==> src/rtl/reorder_buffer.sv <==
// In-order retirement buffer: allocates ROB rows at dispatch, marks them complete on FU writeback,
// retires completed rows in program order. Define ROB_DUAL_RETIRE_EN for two retires per cycle.
module reorder_buffer #(
  parameter int DEPTH  = 16,
  parameter int PREG_W = 7,
  parameter int NUM_FU = 3
) (
  input  logic                              clk,
  input  logic                              reset_n,
  input  logic                              alloc_valid,
  output logic                              alloc_ready,
  input  logic [PREG_W-1:0]                 alloc_dst,
  input  logic [PREG_W-1:0]                 alloc_old_dst,
  input  logic                              alloc_reg_write,
  output logic [$clog2(DEPTH)-1:0]          alloc_rob_num,
  input  logic [NUM_FU-1:0]                 cmpl_valid,
  input  logic [NUM_FU*$clog2(DEPTH)-1:0]   cmpl_rob_num,
  output logic [1:0]                        retire_valid,
  output logic [2*PREG_W-1:0]               retire_dst,
  output logic [2*PREG_W-1:0]               retire_old_dst,
  output logic [1:0]                        retire_free,
  output logic [$clog2(DEPTH):0]            count,
  output logic                              empty
);

  localparam int ROB_W = $clog2(DEPTH);
  localparam int CNT_W = ROB_W + 1;

  logic [DEPTH-1:0]  valid_q, valid_d;
  logic [DEPTH-1:0]  complete_q, complete_d;
  logic [DEPTH-1:0]  reg_write_q, reg_write_d;
  logic [PREG_W-1:0] dst_q [DEPTH];
  logic [PREG_W-1:0] dst_d [DEPTH];
  logic [PREG_W-1:0] old_dst_q [DEPTH];
  logic [PREG_W-1:0] old_dst_d [DEPTH];
  logic [ROB_W-1:0]  head_q, head_d;
  logic [ROB_W-1:0]  tail_q, tail_d;
  logic [CNT_W-1:0]  count_q, count_d;

  logic [ROB_W-1:0]  head_p1;
  logic [1:0]        ret;
  logic [1:0]        num_ret;
  logic              accept;
  logic [ROB_W-1:0]  cmpl_idx;

  // Retire slots look only at registered row state, so a same-cycle completion never retires.
  always_comb begin
    head_p1 = head_q + ROB_W'(1);
    ret[0]  = valid_q[head_q] && complete_q[head_q];
`ifdef ROB_DUAL_RETIRE_EN
    ret[1]  = ret[0] && valid_q[head_p1] && complete_q[head_p1];
`else
    ret[1]  = 1'b0;
`endif
    num_ret = {1'b0, ret[0]} + {1'b0, ret[1]};
  end

  // Full blocks allocation even when a retire frees a row this cycle.
  assign alloc_ready   = (count_q < CNT_W'(DEPTH));
  assign accept        = alloc_valid && alloc_ready;
  assign alloc_rob_num = tail_q;
  assign count         = count_q;
  assign empty         = (count_q == '0);

  assign retire_valid     = ret;
  assign retire_free[0]   = ret[0] && reg_write_q[head_q];
  assign retire_free[1]   = ret[1] && reg_write_q[head_p1];
  assign retire_dst       = {ret[1] ? dst_q[head_p1]     : {PREG_W{1'b0}},
                             ret[0] ? dst_q[head_q]      : {PREG_W{1'b0}}};
  assign retire_old_dst   = {ret[1] ? old_dst_q[head_p1] : {PREG_W{1'b0}},
                             ret[0] ? old_dst_q[head_q]  : {PREG_W{1'b0}}};

  always_comb begin
    valid_d     = valid_q;
    complete_d  = complete_q;
    reg_write_d = reg_write_q;
    dst_d       = dst_q;
    old_dst_d   = old_dst_q;
    cmpl_idx    = '0;

    for (int i = 0; i < NUM_FU; i++) begin
      cmpl_idx = cmpl_rob_num[i*ROB_W +: ROB_W];
      if (cmpl_valid[i] && valid_q[cmpl_idx]) begin
        complete_d[cmpl_idx] = 1'b1;
      end
    end

    if (ret[0]) begin
      valid_d[head_q]    = 1'b0;
      complete_d[head_q] = 1'b0;
    end
    if (ret[1]) begin
      valid_d[head_p1]    = 1'b0;
      complete_d[head_p1] = 1'b0;
    end

    // The tail row is never valid when allocation is allowed, so nothing above can collide with it.
    if (accept) begin
      valid_d[tail_q]     = 1'b1;
      complete_d[tail_q]  = 1'b0;
      reg_write_d[tail_q] = alloc_reg_write;
      dst_d[tail_q]       = alloc_dst;
      old_dst_d[tail_q]   = alloc_old_dst;
    end

    head_d  = head_q + ROB_W'(num_ret);
    tail_d  = tail_q + ROB_W'(accept);
    count_d = count_q + CNT_W'(accept) - CNT_W'(num_ret);
  end

  always_ff @(posedge clk or negedge reset_n) begin
    if (!reset_n) begin
      valid_q     <= '0;
      complete_q  <= '0;
      reg_write_q <= '0;
      dst_q       <= '{default: '0};
      old_dst_q   <= '{default: '0};
      head_q      <= '0;
      tail_q      <= '0;
      count_q     <= '0;
    end else begin
      valid_q     <= valid_d;
      complete_q  <= complete_d;
      reg_write_q <= reg_write_d;
      dst_q       <= dst_d;
      old_dst_q   <= old_dst_d;
      head_q      <= head_d;
      tail_q      <= tail_d;
      count_q     <= count_d;
    end
  end

endmodule

==> config.mk <==
export PLATFORM = sky130hd
export DESIGN_NAME = reorder_buffer
export DESIGN_NICKNAME = d
export VERILOG_FILES = /design/src/rtl/reorder_buffer.sv
export SDC_FILE = /design/constraint.sdc
export NUM_CORES = 1
export LEC_CHECK = 0
export CAP_MARGIN = 20
export CORE_UTILIZATION = 43
export DETAILED_ROUTE_END_ITERATION = 10
export DONT_BUFFER_PORTS = 1
export GPL_ROUTABILITY_DRIVEN = 0
export HOLD_SLACK_MARGIN = 0.02
export REMOVE_ABC_BUFFERS = 1
export SYNTH_ARGS = -nofsm -noshare
export SYNTH_HDL_FRONTEND = slang
export SYNTH_SLANG_ARGS = --single-unit
export TNS_END_PERCENT = 30
==> constraint.sdc <==
create_clock -name clk -period 3.5 [get_ports clk]
set_input_delay 0.525 -clock clk [delete_from_list [all_inputs] [get_ports clk]]
set_output_delay 0.525 -clock clk [all_outputs]
set_load 0.02 [all_outputs]
Fig. 1: register map, names as in the netlist
Bar = 50 microns. Other sequential cells in the stronger gray, the rest of the logic in the fainter gray.
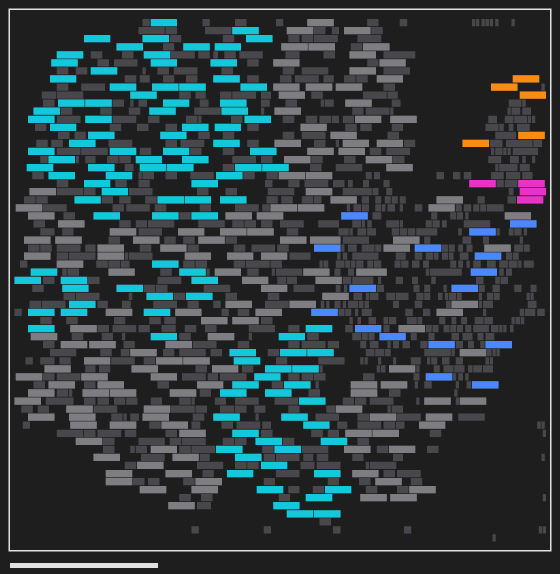
- complete_q: blue (flops 16; where east)
- count: orange (flops 5; where north-east)
- dst_q: cyan (flops 112)
- alloc_rob_num: magenta (flops 4)
- not colored: 148
Seq area share: 46.18%
post-layout util: 48.62%
Flop area: 7139 sq um
Seq group: 5.82 mW

Fig. 2: cell sizes after repair
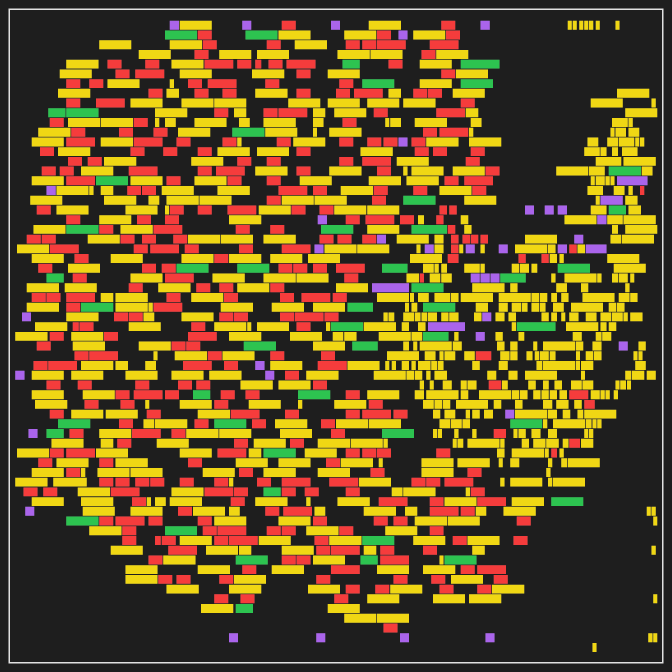
- _3 and _4 cells: purple (cells 41)
- _0 and _1 cells: yellow (cells 593)
- _6 and larger: green (cells 48)
- _2 cells: red (cells 339)
synthesis-to-finish area growth: 10.44%
nonclk buf count: 40
Final Cell Area: 15,460 sq um
final worst slack: 40.03 ps

Fig. 3: placed standard cells
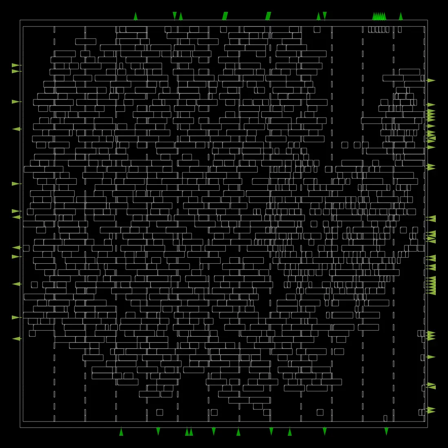
row count: 65
Fill cells: 2,767

Fig. 4: routed clock nets over the placement
Bar = 50 microns.
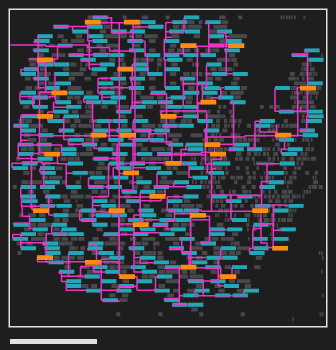
- clock wires: magenta (length 3,700 microns)
- clock drivers: orange (count 31)
- flip-flops: cyan (count 285)
- routed clock nets: 32
- flops lie: spread over the die
P_clk: 3.30 mW
clock skew: 11.99 ps

Fig. 5: routed metal per tile
The die is cut into 36 by 36 equal tiles; dark blue is low, red is high, scaled to the fullest tile. Values are wire area over tile area, all layers added.
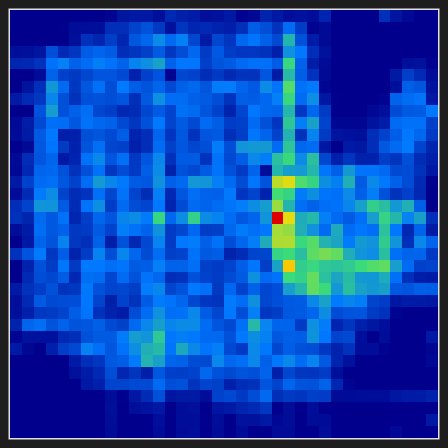
- densest ninth of the die: east
- fullest tile: 1.0
- nearly empty tiles: 19%
- emptiest ninth of the die: south-east
- tiles over half the peak: 1.6%
Via Count: 8,493
wire per inst: 22.93 microns
final WL: 33.39 mm
Tot GR Track Use: 20.67%

==> summary.txt <==
Die Height - 182.4 microns
Remaining Overflow, GRT - 0
EDFF count, synth - 0
worst reg2reg path depth - 13
clk buf depth - 3
fmax - 289.0 MHz
Clk Latency, worst-skew pair - 580 ps
yosys stat cell total - 998
Crit. End Element - output pin
Post-Layout Cell Count - 1,456
number of max-cap violations - 0
Floorplan Utilization - 44.02%
tool warnings - 30
crit path max fanout - 19
initial antenna violation count - 0
Critical Path AT - 2930 ps
failing checks - negative hold slack
register share after synthesis - 50.95%
Detail Route Antenna Nets - 0
power per cell area - 966.4 nW/um^2
Mapped Avg Cell Area - 14.03 sq um
final number of max-transition violations - 0
Setup Crit Path Kind - reg2out
fin nets - 1,041
clock sink count - 285
Inst Count DP - 1,398
first-pass detailed-route iteration total - 5
IO Count - 76
CTS tree - yes
core region area - 31,800 sq um
pin slew with the least headroom to its limit - 953.1 ps
PortBufs - 0
Cell Area, Synth - 14,000 sq um
first-pass GRT wire length - 52.47 mm
Synth flops - 285
total CTS buffers - 31
fin crit share - 98.86%
via/cell ratio - 5.833
Die X-Extent - 182.4 microns
Relative slew margins - 35.57%
Ys Warns - 0
status - finished with violations
largest net degree at the start of global routing - 286
Worst-path clk slew - 70 ps
initial DRC count - 657
DIE AREA - 33,280 sq um
worst hold slack - -339.5 ps
layout cells sized above 1 - 41.92%
final count of negative-setup-slack endpoints - 0
startpoint class of the critical path - register
min cycle time layout - 3460 ps
Final Hold Violating Endpoints - 285
cells after synthesis - 998
[sequential cells by signal (all words and copies together) (netlist names)]
signal and flops:
dst_q 112, old_dst_q 112, complete_q 16, reg_write_q 16, valid_q 16, count 5, alloc_rob_num 4, head_q 4
[placed cells by master (no fill, tap or decap), drive strengths merged, types with 14 or more instances in the layout]
master	netlist	final
nand3	17	17
dfrtp	285	285
nor2	15	15
inv	24	25
o32ai	15	15
mux2i	24	24
conb	1	16
nand2	55	55
mux4	60	60
clkbuf	21	49
mux2	255	255
buf	68	40
a31oi	14	14
[cell usage after synthesis, types with 10 or more instances]
library cell    n  area share (%)
nand2_1        46             1.2
nand3_1        16            0.57
nor2_1         12            0.32
a31oi_1        14            0.63
mux2_2        255              21
dfrtp_1       285              51
mux2i_1        24             1.7
clkbuf_1       21            0.56
buf_6          13             1.0
buf_4          25             1.3
inv_1          23            0.62
buf_2          28             1.0
nand4_1        11            0.49
ha_1           10            0.89
o32ai_1        15            0.94
mux4_2         59             9.5
[layer usage]
metal	part of all wire (%)	track usage, %	up-vias
li1	-	-	3708
met1	46	30.32	4431
met2	45	31.75	288
met3	5.9	3.293	66
met4	2.9	5.815	0
met5	0	0	-
[worst max-delay path: stages, from the launching register on]
cell and delay (ps):
dfrtp_4 620, buf_16 220, o211ai_1 210, nand4_2 120, buf_4 260, o32ai_1 650, buf_4 260
[where the power goes]
group | switching [mW] | leakage, nW | total, mW | internal, mW
clock | 1.33 | 0.511 | 3.30 | 1.97
combinational | 2.66 | 2.79 | 5.82 | 3.16
sequential | 1.01 | 3.61 | 5.82 | 4.81
total | 5.00 | 6.91 | 14.9 | 9.94
[kinds of logic (layout without fill, tap and decap cells)]
family	after synthesis	in the layout	synth area share, %
AND-OR/OR-AND	80	80	4.165
XOR/XNOR	8	8	0.5005
adder cells (fa/ha/maj)	11	11	1.037
buffers and inverters	113	121	4.648
flip-flops	285	285	50.95
multiplexers	339	339	31.91
other	1	16	0.02679
AND/OR/NAND/NOR	161	161	6.766
[cell type report]
class	instances	area (sq um)	share of cell area, %
sequential	285	7139	46.18
multi-input combinational	615	6275	40.59
clock buffer	49	933.4	6.038
tap	435	544.3	3.521
timing repair buffer	40	370.4	2.396
clock inverter	8	107.6	0.6960
inverter	24	90.09	0.5827
[metrics by stage]
step	hold WS, ps	setup WS, ps	area (sq um)	TNS, ps	power (mW)
floorplan	229.4	-2145	13490	-44380	9.939
global route	-356.2	2.299	15460	0	15.88
finish	-339.5	40.03	15460	0	14.94
detailed placement	249.9	589.9	14390	0	11.68
global placement	251.3	658.8	14390	0	11.54
CTS	-352.7	23.46	15430	0	15.04
[final timing paths]
check | from | endpoint | slack [ps]
setup / recovery | head_q[1] | retire_old_dst[3] | 40
hold / removal | reset_n | old_dst_q[99] | -340
setup reg to reg | head_q[1] | count[4] | 610
hold reg to reg | old_dst_q[93] | old_dst_q[93] | 500
max in group asynchronous | reset_n | dst_q[38] | 3340
min in group clk | cmpl_rob_num[4] | complete_q[11] | 100
[timing repair]
item,in CTS,in global routing
hold endpoints to repair,285,285
setup buffers,0,1
setup endpoints to repair,0,7
Power figures rest on the tool's default switching activity, not on a simulated workload.
